[src/rtl/led_blink_seq_pkg.sv]
// Shared definitions for the LED blink sequencer: state encodings,
// default prescaler ratio and a small state-decode helper.
package led_blink_seq_pkg;

    typedef logic [1:0] blink_state_t;

    localparam blink_state_t ST_IDLE = 2'd0;
    localparam blink_state_t ST_ON   = 2'd1;
    localparam blink_state_t ST_OFF  = 2'd2;
    localparam blink_state_t ST_DONE = 2'd3;

    localparam int unsigned PRESC_DEFAULT = 50000;

    // ON and OFF are the only states in which the prescaler runs.
    function automatic logic is_active(input blink_state_t st);
        return (st == ST_ON) || (st == ST_OFF);
    endfunction

endpackage

[src/rtl/blink_tick_gen.sv]
// Prescaler: counts 0..PRESC-1 while enabled and emits a one-cycle tick
// in the last count. clr has priority and parks the count at 0.
module blink_tick_gen
    import led_blink_seq_pkg::*;
#(
    parameter int unsigned PRESC = PRESC_DEFAULT
) (
    input  logic sysclk,
    input  logic reset_n,
    input  logic clr,
    input  logic en,
    output logic tick
);

    localparam int unsigned W = (PRESC > 1) ? $clog2(PRESC) : 1;
    localparam logic [W-1:0] TC = W'(PRESC - 1);

    logic [W-1:0] cnt_q;
    logic [W-1:0] cnt_d;

    // Next count: clear, wrap at terminal count, or advance.
    always_comb begin
        cnt_d = cnt_q;
        if (clr) begin
            cnt_d = '0;
        end else if (en) begin
            cnt_d = (cnt_q == TC) ? '0 : cnt_q + W'(1);
        end
    end

    // Count register.
    always_ff @(posedge sysclk or negedge reset_n) begin
        if (!reset_n) begin
            cnt_q <= '0;
        end else begin
            cnt_q <= cnt_d;
        end
    end

    assign tick = en && !clr && (cnt_q == TC);

endmodule

[src/rtl/led_blink_seq.sv]
// LED blink sequencer: accepts a (count, half-period) request and drives
// led_o through count on/off cycles, each phase lasting half ticks.
//
// state | meaning
// IDLE  | ready for a request, LED off
// ON    | LED on, counting down the on-phase ticks
// OFF   | LED off, counting down the off-phase ticks
// DONE  | one-cycle completion pulse, then back to IDLE
module led_blink_seq
    import led_blink_seq_pkg::*;
#(
    parameter int unsigned CNT_W = 8,
    parameter int unsigned PER_W = 16,
    parameter int unsigned PRESC = PRESC_DEFAULT
) (
    input  logic             sysclk,
    input  logic             reset_n,
    input  logic             req_valid,
    output logic             req_ready,
    input  logic [CNT_W-1:0] req_count,
    input  logic [PER_W-1:0] req_half,
    input  logic             abort,
    output logic             led_o,
    output logic             busy,
    output logic             done
);

    blink_state_t     state_q, state_d;
    logic             led_q, led_d;
    logic [CNT_W-1:0] remain_q, remain_d;
    logic [PER_W-1:0] phase_q, phase_d;
    logic [PER_W-1:0] half_q, half_d;
    logic [PER_W-1:0] half_in;
    logic             tick;
    logic             active;

    assign active  = is_active(state_q);
    // A zero half-period would never terminate a phase; treat it as one tick.
    assign half_in = (req_half == '0) ? PER_W'(1) : req_half;

    blink_tick_gen #(
        .PRESC (PRESC)
    ) u_tick (
        .sysclk  (sysclk),
        .reset_n (reset_n),
        .clr     (abort || !active),
        .en      (active),
        .tick    (tick)
    );

    // Next-state logic. Phase counter is a down-counter reloaded from the
    // latched half-period; it hands over to the next phase when it is 1 at a tick.
    always_comb begin
        state_d  = state_q;
        led_d    = led_q;
        remain_d = remain_q;
        phase_d  = phase_q;
        half_d   = half_q;
        if (abort) begin
            state_d  = ST_IDLE;
            led_d    = 1'b0;
            remain_d = '0;
            phase_d  = '0;
            half_d   = '0;
        end else begin
            case (state_q)
                ST_IDLE: begin
                    if (req_valid) begin
                        half_d   = half_in;
                        remain_d = req_count;
                        if (req_count == '0) begin
                            state_d = ST_DONE;
                        end else begin
                            state_d = ST_ON;
                            led_d   = 1'b1;
                            phase_d = half_in;
                        end
                    end
                end
                ST_ON: begin
                    if (tick) begin
                        if (phase_q == PER_W'(1)) begin
                            state_d = ST_OFF;
                            led_d   = 1'b0;
                            phase_d = half_q;
                        end else begin
                            phase_d = phase_q - PER_W'(1);
                        end
                    end
                end
                ST_OFF: begin
                    if (tick) begin
                        if (phase_q == PER_W'(1)) begin
                            remain_d = remain_q - CNT_W'(1);
                            if (remain_q == CNT_W'(1)) begin
                                state_d = ST_DONE;
                                phase_d = '0;
                            end else begin
                                state_d = ST_ON;
                                led_d   = 1'b1;
                                phase_d = half_q;
                            end
                        end else begin
                            phase_d = phase_q - PER_W'(1);
                        end
                    end
                end
                default: begin
                    state_d  = ST_IDLE;
                    remain_d = '0;
                    phase_d  = '0;
                end
            endcase
        end
    end

    // State, LED and counter registers.
    always_ff @(posedge sysclk or negedge reset_n) begin
        if (!reset_n) begin
            state_q  <= ST_IDLE;
            led_q    <= 1'b0;
            remain_q <= '0;
            phase_q  <= '0;
            half_q   <= '0;
        end else begin
            state_q  <= state_d;
            led_q    <= led_d;
            remain_q <= remain_d;
            phase_q  <= phase_d;
            half_q   <= half_d;
        end
    end

    assign led_o     = led_q;
    assign busy      = active;
    assign done      = (state_q == ST_DONE);
    assign req_ready = (state_q == ST_IDLE);

endmodule

[config.mk]
export PLATFORM = sky130hd
export DESIGN_NAME = led_blink_seq
export DESIGN_NICKNAME = d
export VERILOG_FILES = /design/src/rtl/led_blink_seq_pkg.sv /design/src/rtl/blink_tick_gen.sv /design/src/rtl/led_blink_seq.sv
export SDC_FILE = /design/constraint.sdc
export NUM_CORES = 1
export LEC_CHECK = 0
export CAP_MARGIN = 20
export CORE_ASPECT_RATIO = 0.5
export CORE_MARGIN = 2
export CORE_UTILIZATION = 52
export CTS_CLUSTER_SIZE = 12
export DETAILED_ROUTE_END_ITERATION = 10
export PLACE_DENSITY = 0.87
export SLEW_MARGIN = 40
export SYNTH_ARGS = -nofsm -noshare
export SYNTH_HDL_FRONTEND = slang
export SYNTH_SLANG_ARGS = --single-unit
[constraint.sdc]
create_clock -name sysclk -period 2.14 [get_ports sysclk]
set_clock_uncertainty 0.1 [all_clocks]
set_input_delay 0.428 -clock sysclk [delete_from_list [all_inputs] [get_ports sysclk]]
set_output_delay 0.428 -clock sysclk [all_outputs]
set_load 0.02 [all_outputs]
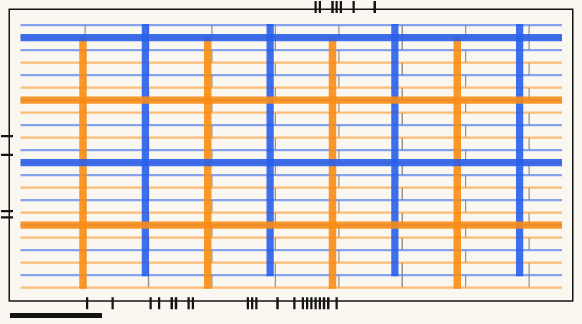
Figure 1: PDN straps and rails.
The bar under the picture is 20 microns long. Pins as bars on the die edge. Tap cells in grey.
| colour | net |
|---|---|
| orange | VSS |
| blue | VDD |
tap cells: 92
signal pins: 32
rows: 21
met5 straps: 4
core area: 0.00673 sq mm
peak supply drop: 0.700 mV
Die W: 122 microns
Die H: 63.1 microns

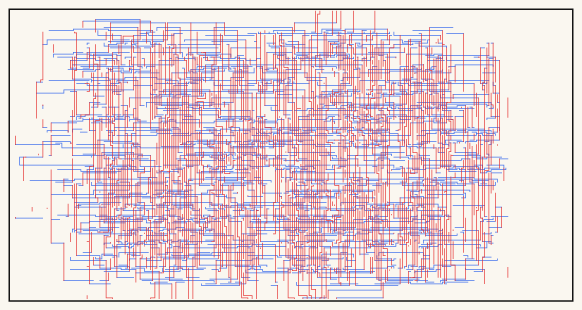
Figure 2: metal layers overlaid.
Only two layers are drawn.
| colour | layer | wire length |
|---|---|---|
| red | metal 2 | 6,060 microns |
| blue | metal 1 | 5,260 microns |

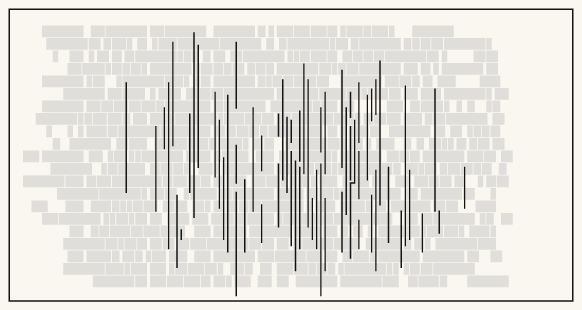
Figure 3: met4 routing.
wire length on this layer: 1,040 microns
longest straight run: 40.1 microns
main direction: vertical

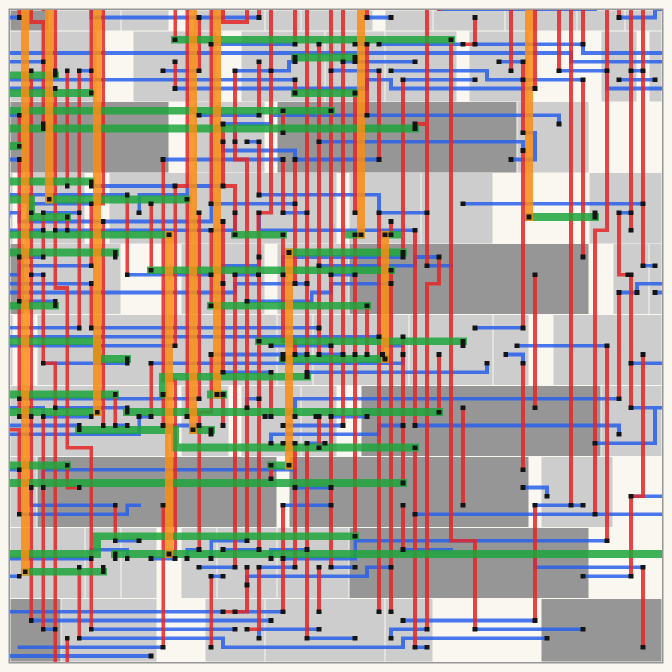
Figure 4: close-up of the layout.
Window x 79 to 104, y 3 to 28 microns. Cells in grey, sequential cells in the stronger grey; small squares are vias.
| colour | layer |
|---|---|
| orange | metal 4 |
| blue | metal 1 |
| red | metal 2 |
| green | metal 3 |
cells with their middle in the window: 49
most frequent: dfrtp_1 (8), buf_4 (7), nand2_1 (5)
netlist names of flops here include: phase_q (6), half_q (2)
sequential cells in the window: 8

==> worst reg2reg max path, cell delays in order (launching register included) <==
cell	delay, ns
dfrtp_1	0.39
or4_4	0.57
nor4_4	0.35
buf_4	0.23
o32ai_4	0.14
a32o_1	0.29
a31o_2	0.21
==> layer usage <==
| layer | routed length [microns] | global-route usage (%) | vias up |
|---|---|---|---|
| li1 | - | - | 1739 |
| met2 | 6060 | 51.2 | 412 |
| met4 | 1040 | 15.2 | 0 |
| met1 | 5260 | 43.7 | 1996 |
| met5 | 0 | 0 | - |
| met3 | 1770 | 11.2 | 135 |
==> cells by family (layout without fill, tap and decap cells) <==
| kind of cell | count (synthesis) | in the layout |
|---|---|---|
| flip-flops | 59 | 59 |
| buffers and inverters | 33 | 145 |
| XOR/XNOR | 19 | 19 |
| AND/OR/NAND/NOR | 180 | 180 |
| multiplexers | 6 | 6 |
| AND-OR/OR-AND | 105 | 105 |
| adder cells (fa/ha/maj) | 9 | 9 |
==> timing repair <==
action	in CTS	in global routing
endpoints found under the setup margin	32	44
gates resized	26	16
setup buffers	4	0
pin swaps	4	1
endpoints found under the hold margin	15	0
hold buffers	1	0
==> sequential cells by signal (all words and copies together), names as in the netlist <==
signal        cells
half_q           16
u_tick.cnt_q     16
remain_q          8
led_o             1
phase_q          16
state_q           2
==> layout make-up <==
class / count / share of cell area (%)
clock buffers: 13 / 5.24
clock inverters: 3 / 1.34
inverters: 14 / 1.02
multi-input cells: 319 / 42.6
flip-flops and latches: 59 / 28.6
well taps: 92 / 2.23
repair buffers: 115 / 18.9
==> Yosys cell counts, types with 3 or more instances <==
| cell type | count | share of area, % |
|---|---|---|
| a21boi_0 | 3 | 0.62 |
| a21oi_1 | 18 | 2.5 |
| a221oi_1 | 4 | 0.96 |
| a22o_1 | 3 | 0.72 |
| a31oi_1 | 4 | 0.69 |
| a32o_1 | 4 | 1.1 |
| and3_1 | 7 | 1.2 |
| and4_1 | 5 | 1.2 |
| buf_2 | 3 | 0.41 |
| clkbuf_1 | 15 | 1.5 |
| dfrtp_1 | 59 | 41 |
| ha_1 | 9 | 3.1 |
| inv_1 | 14 | 1.4 |
| mux2_2 | 6 | 1.9 |
| nand2_1 | 41 | 4.2 |
| nand2b_1 | 19 | 3.3 |
| nand3_1 | 11 | 1.5 |
| nand4_1 | 15 | 2.6 |
| nor2_1 | 35 | 3.6 |
| nor2b_1 | 3 | 0.52 |
| nor3_1 | 8 | 1.1 |
| nor3b_1 | 4 | 0.83 |
| nor4_1 | 11 | 1.9 |
| o21ai_0 | 31 | 4.3 |
| o22ai_1 | 4 | 0.69 |
| o31ai_1 | 3 | 0.62 |
| o41ai_1 | 3 | 0.72 |
| or3_1 | 6 | 1.0 |
| xnor2_1 | 4 | 0.96 |
| xor2_1 | 15 | 3.6 |
==> through the flow <==
step / util, % / setup slack (ns)
after floorplan: - / -0.139
after global placement: 68.8 / -0.200
after detailed placement: 68.9 / -0.198
after CTS: 75.6 / -0.164
after global routing: 76.6 / -0.316
final: 76.6 / -0.242
==> where the power goes <==
part	internal [mW]	switching [mW]	leakage (nW)
sequential	1.36	0.225	0.788
clock	1.12	0.543	0.166
combinational	1.41	1.91	1.29
==> summary.txt <==
status -> finished with violations
failing checks -> setup timing
initial antenna violation count -> 0
Clk Tree Root Cell -> clkbuf_16
synthesized chip area reported by yosys -> 0.00364 sq mm
post-layout min period -> 2.38 ns
fa+ha+maj area frac -> 3.10%
htree depth -> 3
global-route wire length before repair -> 20,100 microns
TNS Setup -> -5.67 ns
synthesized area per cell -> 8.85 sq um
Setup Viol. Count Final -> 43
cells in synth_stat.txt -> 411
WL/cell -> 23.0 microns
Layout Cells excl Fill -> 615
TritonCTS clock tree -> built
CP endpoint kind -> register
Post-synth EDFFs -> 0
Hold Path Class -> reg -> reg
Worst Tran Pin Value -> 0.767 ns
crit path from -> u_tick.cnt_q[4]
FF-to-FF End -> phase_q[13]
Rel. slew slack -> 48.8%
TritonCTS buffer count -> 9
Top Ports -> 32
Stages on worst setup path -> 6
Pre-Place Util -> 54.1%
CP required -> 2.27 ns
crit-path max cell delay -> 0.57 ns
Post-DRT Antenna Nets -> 0
CP Launch Type -> register
OpenROAD warning count -> 34
layout cell share with drive strength beyond 1 -> 26.8%
Syn Nets -> 448
critical path's slowest cell -> or4_4
Worst R2R Setup Slack -> -0.24 ns
Total GRT Usage -> 33.7%
multiplexer share of the synthesized area -> 1.86%
most frequent cells in the layout -> buf_4 (76), dfrtp_1 (59), nand2_1 (41)
xor-xnor portion of the synthesized cell area -> 4.58%
end of the worst hold path -> u_tick.cnt_q[0]
worst reg2reg path depth -> 6
Hold Slack -> 0.378 ns
highest clock rate -> 420 MHz
clock-pin slew on the worst setup and hold paths -> 0.05 ns
setup ws final -> -0.242 ns
FF/Latch Area -> 0.00148 sq mm
Buffers on Ports -> 31
Power figures rest on the tool's default switching activity, not on a simulated workload.
